### Congestion heat map

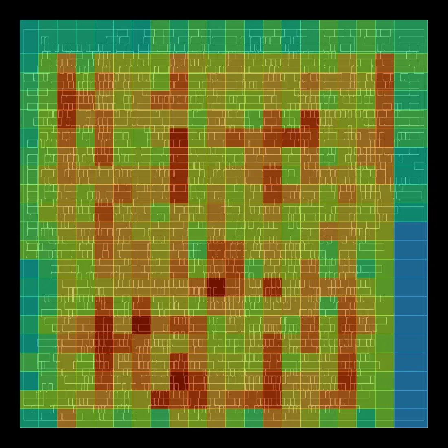
### I/O pins on the die edge

Pins as bars across the die edge, other pins in grey.
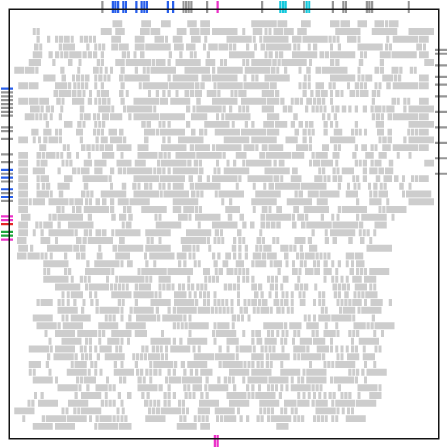
### Register map, names as in the netlist

Other sequential cells in the stronger grey, the rest of the logic in the fainter grey.
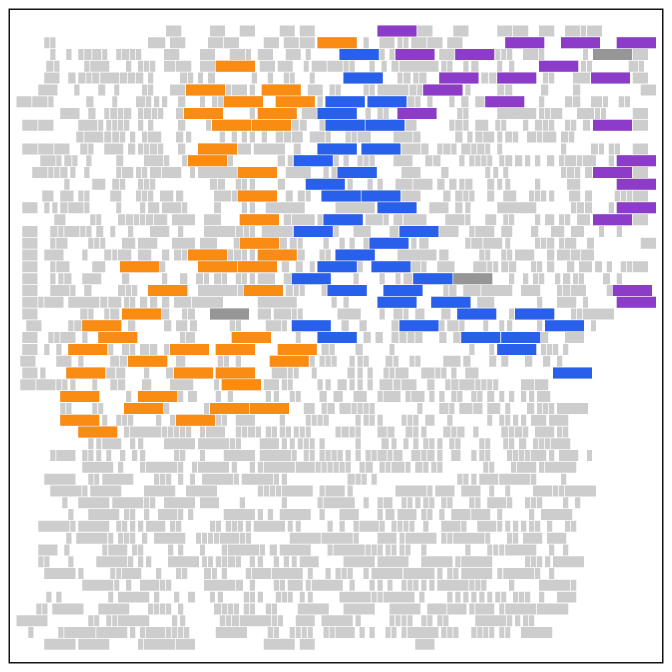
--- config.mk ---
export PLATFORM = sky130hd
export DESIGN_NAME = interpolater_pipe
export DESIGN_NICKNAME = d
export VERILOG_FILES = /design/src/rtl/interp_pkg.sv /design/src/rtl/interp_pipe_stage.sv /design/src/rtl/interpolater_pipe.sv
export SDC_FILE = /design/constraint.sdc
export NUM_CORES = 1
export LEC_CHECK = 0
export ABC_AREA = 1
export CORE_MARGIN = 1
export CORE_UTILIZATION = 50
export DETAILED_ROUTE_END_ITERATION = 6
export GPL_TIMING_DRIVEN = 0
export HOLD_SLACK_MARGIN = 0.12
export PLACE_DENSITY = 0.69
export SLEW_MARGIN = 20
export SYNTH_ARGS = -nofsm -noshare
export SYNTH_HDL_FRONTEND = slang
export SYNTH_HIERARCHICAL = 1
export SYNTH_SLANG_ARGS = --single-unit
--- constraint.sdc ---
create_clock -name Clk -period 8.2 [get_ports Clk]
set_input_delay 0.82 -clock Clk [delete_from_list [all_inputs] [get_ports Clk]]
set_output_delay 0.82 -clock Clk [all_outputs]
set_load 0.1 [all_outputs]
--- src/rtl/interp_pkg.sv ---
// Shared types and default widths for the wavetable voice path.
// Default widths are also used by the voice phase accumulator.
package interp_pkg;

  typedef enum logic [1:0] {
    LINEAR  = 2'd0,
    NEAREST = 2'd1,
    HOLD_A  = 2'd2,
    RSVD    = 2'd3
  } interp_mode_t;

  localparam int SAMPLE_W_DEF = 16;
  localparam int FRAC_W_DEF   = 6;
  localparam int CH_W_DEF     = 5;

endpackage

--- src/rtl/interp_pipe_stage.sv ---
// Valid/ready register slice: holds data under stall, refills when empty
// or when the downstream slice is draining this cycle.
module interp_pipe_stage #(
  parameter int W = 8
) (
  input  logic         clk,
  input  logic         rst,
  input  logic         in_valid,
  output logic         in_ready,
  input  logic [W-1:0] in_data,
  output logic         out_valid,
  input  logic         out_ready,
  output logic [W-1:0] out_data
);

  logic         valid_q, valid_d;
  logic [W-1:0] data_q, data_d;

  always_comb begin
    in_ready = !valid_q || out_ready;
    valid_d  = valid_q;
    data_d   = data_q;
    if (in_ready) begin
      valid_d = in_valid;
      if (in_valid) data_d = in_data;
    end
  end

  always_ff @(posedge clk or posedge rst) begin
    if (rst) begin
      valid_q <= 1'b0;
      data_q  <= '0;
    end else begin
      valid_q <= valid_d;
      data_q  <= data_d;
    end
  end

  assign out_valid = valid_q;
  assign out_data  = data_q;

endmodule

--- src/rtl/interpolater_pipe.sv ---
// Three-stage linear interpolator: A + (B-A)*frac/2^FRAC_W with optional
// rounding, per-transfer mode and channel tag pass-through.
module interpolater_pipe
  import interp_pkg::*;
#(
  parameter int SAMPLE_W = SAMPLE_W_DEF,
  parameter int FRAC_W   = FRAC_W_DEF,
  parameter int CH_W     = CH_W_DEF,
  parameter int ROUND    = 1
) (
  input  logic                Clk,
  input  logic                Reset,
  input  logic                IN_VALID,
  output logic                IN_READY,
  input  logic [1:0]          IN_MODE,
  input  logic [CH_W-1:0]     IN_CH,
  input  logic [FRAC_W-1:0]   IN_FRAC,
  input  logic [SAMPLE_W-1:0] IN_A,
  input  logic [SAMPLE_W-1:0] IN_B,
  output logic                OUT_VALID,
  input  logic                OUT_READY,
  output logic [CH_W-1:0]     OUT_CH,
  output logic [SAMPLE_W-1:0] OUT_SAMPLE
);

  localparam int PW      = SAMPLE_W + FRAC_W + 2;
  localparam int S1_W    = SAMPLE_W + (SAMPLE_W + 1) + (FRAC_W + 1) + CH_W;
  localparam int S2_W    = SAMPLE_W + PW + CH_W;
  localparam int S3_W    = SAMPLE_W + CH_W;
  localparam int RND_INT = (ROUND != 0) ? (1 << (FRAC_W - 1)) : 0;

  logic v1, v2, r2, r3;
  logic [S1_W-1:0] s1_in, s1_out;
  logic [S2_W-1:0] s2_in, s2_out;
  logic [S3_W-1:0] s3_in, s3_out;

  // Stage 1 inputs: full-width difference and the mode-adjusted phase
  interp_mode_t            mode;
  logic signed [SAMPLE_W:0] diff;
  logic [FRAC_W:0]          frac_eff;

  always_comb begin
    mode     = interp_mode_t'(IN_MODE);
    diff     = $signed({IN_B[SAMPLE_W-1], IN_B}) - $signed({IN_A[SAMPLE_W-1], IN_A});
    frac_eff = '0;
    case (mode)
      NEAREST: frac_eff[FRAC_W] = IN_FRAC[FRAC_W-1];
      HOLD_A:  frac_eff = '0;
      default: frac_eff = {1'b0, IN_FRAC};
    endcase
    s1_in = {IN_A, diff, frac_eff, IN_CH};
  end

  logic [SAMPLE_W-1:0]      a1;
  logic signed [SAMPLE_W:0] d1;
  logic [FRAC_W:0]          fe1;
  logic [CH_W-1:0]          ch1;
  logic signed [PW-1:0]     d_ext, f_ext, prod;

  assign {a1, d1, fe1, ch1} = s1_out;

  always_comb begin
    d_ext = {{(PW-SAMPLE_W-1){d1[SAMPLE_W]}}, d1};
    f_ext = {{(PW-FRAC_W-1){1'b0}}, fe1};
    prod  = d_ext * f_ext;
    s2_in = {a1, prod, ch1};
  end

  logic [SAMPLE_W-1:0]  a2;
  logic signed [PW-1:0] p2, a_sh;
  logic [CH_W-1:0]      ch2;
  logic [SAMPLE_W-1:0]  sample3;

  assign {a2, p2, ch2} = s2_out;

  // Result is bounded by A and B, so truncating the shifted sum never wraps
  always_comb begin
    a_sh    = {{(PW-SAMPLE_W-FRAC_W){a2[SAMPLE_W-1]}}, a2, {FRAC_W{1'b0}}};
    sample3 = SAMPLE_W'((a_sh + p2 + PW'(RND_INT)) >>> FRAC_W);
    s3_in   = {sample3, ch2};
  end

  interp_pipe_stage #(.W(S1_W)) u_s1 (
    .clk(Clk), .rst(Reset),
    .in_valid(IN_VALID), .in_ready(IN_READY), .in_data(s1_in),
    .out_valid(v1), .out_ready(r2), .out_data(s1_out)
  );

  interp_pipe_stage #(.W(S2_W)) u_s2 (
    .clk(Clk), .rst(Reset),
    .in_valid(v1), .in_ready(r2), .in_data(s2_in),
    .out_valid(v2), .out_ready(r3), .out_data(s2_out)
  );

  interp_pipe_stage #(.W(S3_W)) u_s3 (
    .clk(Clk), .rst(Reset),
    .in_valid(v2), .in_ready(r3), .in_data(s3_in),
    .out_valid(OUT_VALID), .out_ready(OUT_READY), .out_data(s3_out)
  );

  assign {OUT_SAMPLE, OUT_CH} = s3_out;

endmodule

==> CHANGELOG.md <==
### Metrics

* Run status: completed
* Chip area at 22,600 sq um
* Leak at 7.65 nW
* Inverters excl. clock at 329
* Tool Warnings at 36
* Initial antenna violation count at 0
* Flop pwr share at 24.3%
* DR pass1 iterations at 5
* Max Cap Viol at 0
* Non-clk buf share at 9.45%
* Delay-heaviest family, CP: adder cells
* Comb area share at 53.8%
* Final nets at 1,801
* Share of the clock period used by the worst path at 60.7%
* Final instance area at 12,400 sq um
* Largest net degree at the start of global routing at 36
* Crit path max fanout at 10
* Via Count at 9,053
* CP required at 8.45 ns
* Cell area after placement at 12,100 sq um
* Fraction of layout cells with a size suffix above 1 at 8.42%
* Final setup viols at 0
* Clk slew on worst S/H paths at 0.08 ns
About 'Congestion heat map':
M1 GR Usage: 33.8%
Core Util, Final: 58.2%
met3 usage: 3.64%
DR WL/cell: 13.8 um
All-Layer GR Usage: 24.7%

About 'I/O pins on the die edge':
colour	port	pins	direction	edge
magenta	IN_FRAC	6	input	3 west, 2 south, 1 north
green	IN_MODE	2	input	west
red	IN_READY	1	output	west
cyan	OUT_CH	5	output	north
blue	IN_A	16	input	11 north, 5 west
all pins by edge	32 north, 27 west, 11 east, 2 south
Port-buffer cells: 70
die x size: 150 um
Die Y-Extent: 150 um

About 'Register map, names as in the netlist':
colour	name in the netlist	placed flops
orange	u_s1/out_data	45
blue	u_s2/out_data	38
purple	u_s3/out_data	21
not coloured	3

==> per-stage QoR <==
step	power, W	cells
5_1_grt	0.00390	1866
2_1_floorplan	0.00258	1503
4_1_cts	0.00359	1866
3_3_place_gp	0.00313	1848
6_report	0.00357	1866
3_5_place_dp	0.00316	1850
==> path summary, 6_finish.rpt <==
path                                          end  slack (ns)  depth (start not counted)
min in group asynchronous        u_s2/out_data[2]        0.73                          2
worst max-delay path            u_s2/out_data[26]        3.22                         20
max in group asynchronous       u_s3/out_data[10]        6.64                          2
worst max register to register  u_s2/out_data[26]        3.22                         20
worst min register to register   u_s3/out_data[6]        0.47                          2
worst min-delay path             u_s3/out_data[6]        0.47                          2
==> registers in the layout, summed over array words and instances, names as in the netlist <==
name	cells
u_s1/out_data	45
u_s1/out_valid	1
u_s2/out_data	38
u_s2/out_valid	1
u_s3/out_data	21
u_s3/out_valid	1
==> metal layers <==
layer | up-vias | global-route usage, % | wire length [um]
met5 | - | 0 | 0
li1 | 4638 | - | -
met2 | 248 | 41.4 | 12200
met4 | 0 | 4.80 | 395
met1 | 4146 | 33.8 | 11700
met3 | 21 | 3.64 | 1510
==> power by group through the flow <==
| stage | logic, W | clock network [W] | registers (W) |
|---|---|---|---|
| after floorplan | 0.00142 | 0 | 0.00116 |
| after global placement | 0.00225 | 0 | 0.000870 |
| after detailed placement | 0.00228 | 0 | 0.000873 |
| after CTS | 0.00229 | 0.000434 | 0.000865 |
| after global routing | 0.00256 | 0.000456 | 0.000884 |
| final | 0.00228 | 0.000424 | 0.000865 |
Power is estimated from default activity; no workload was simulated.
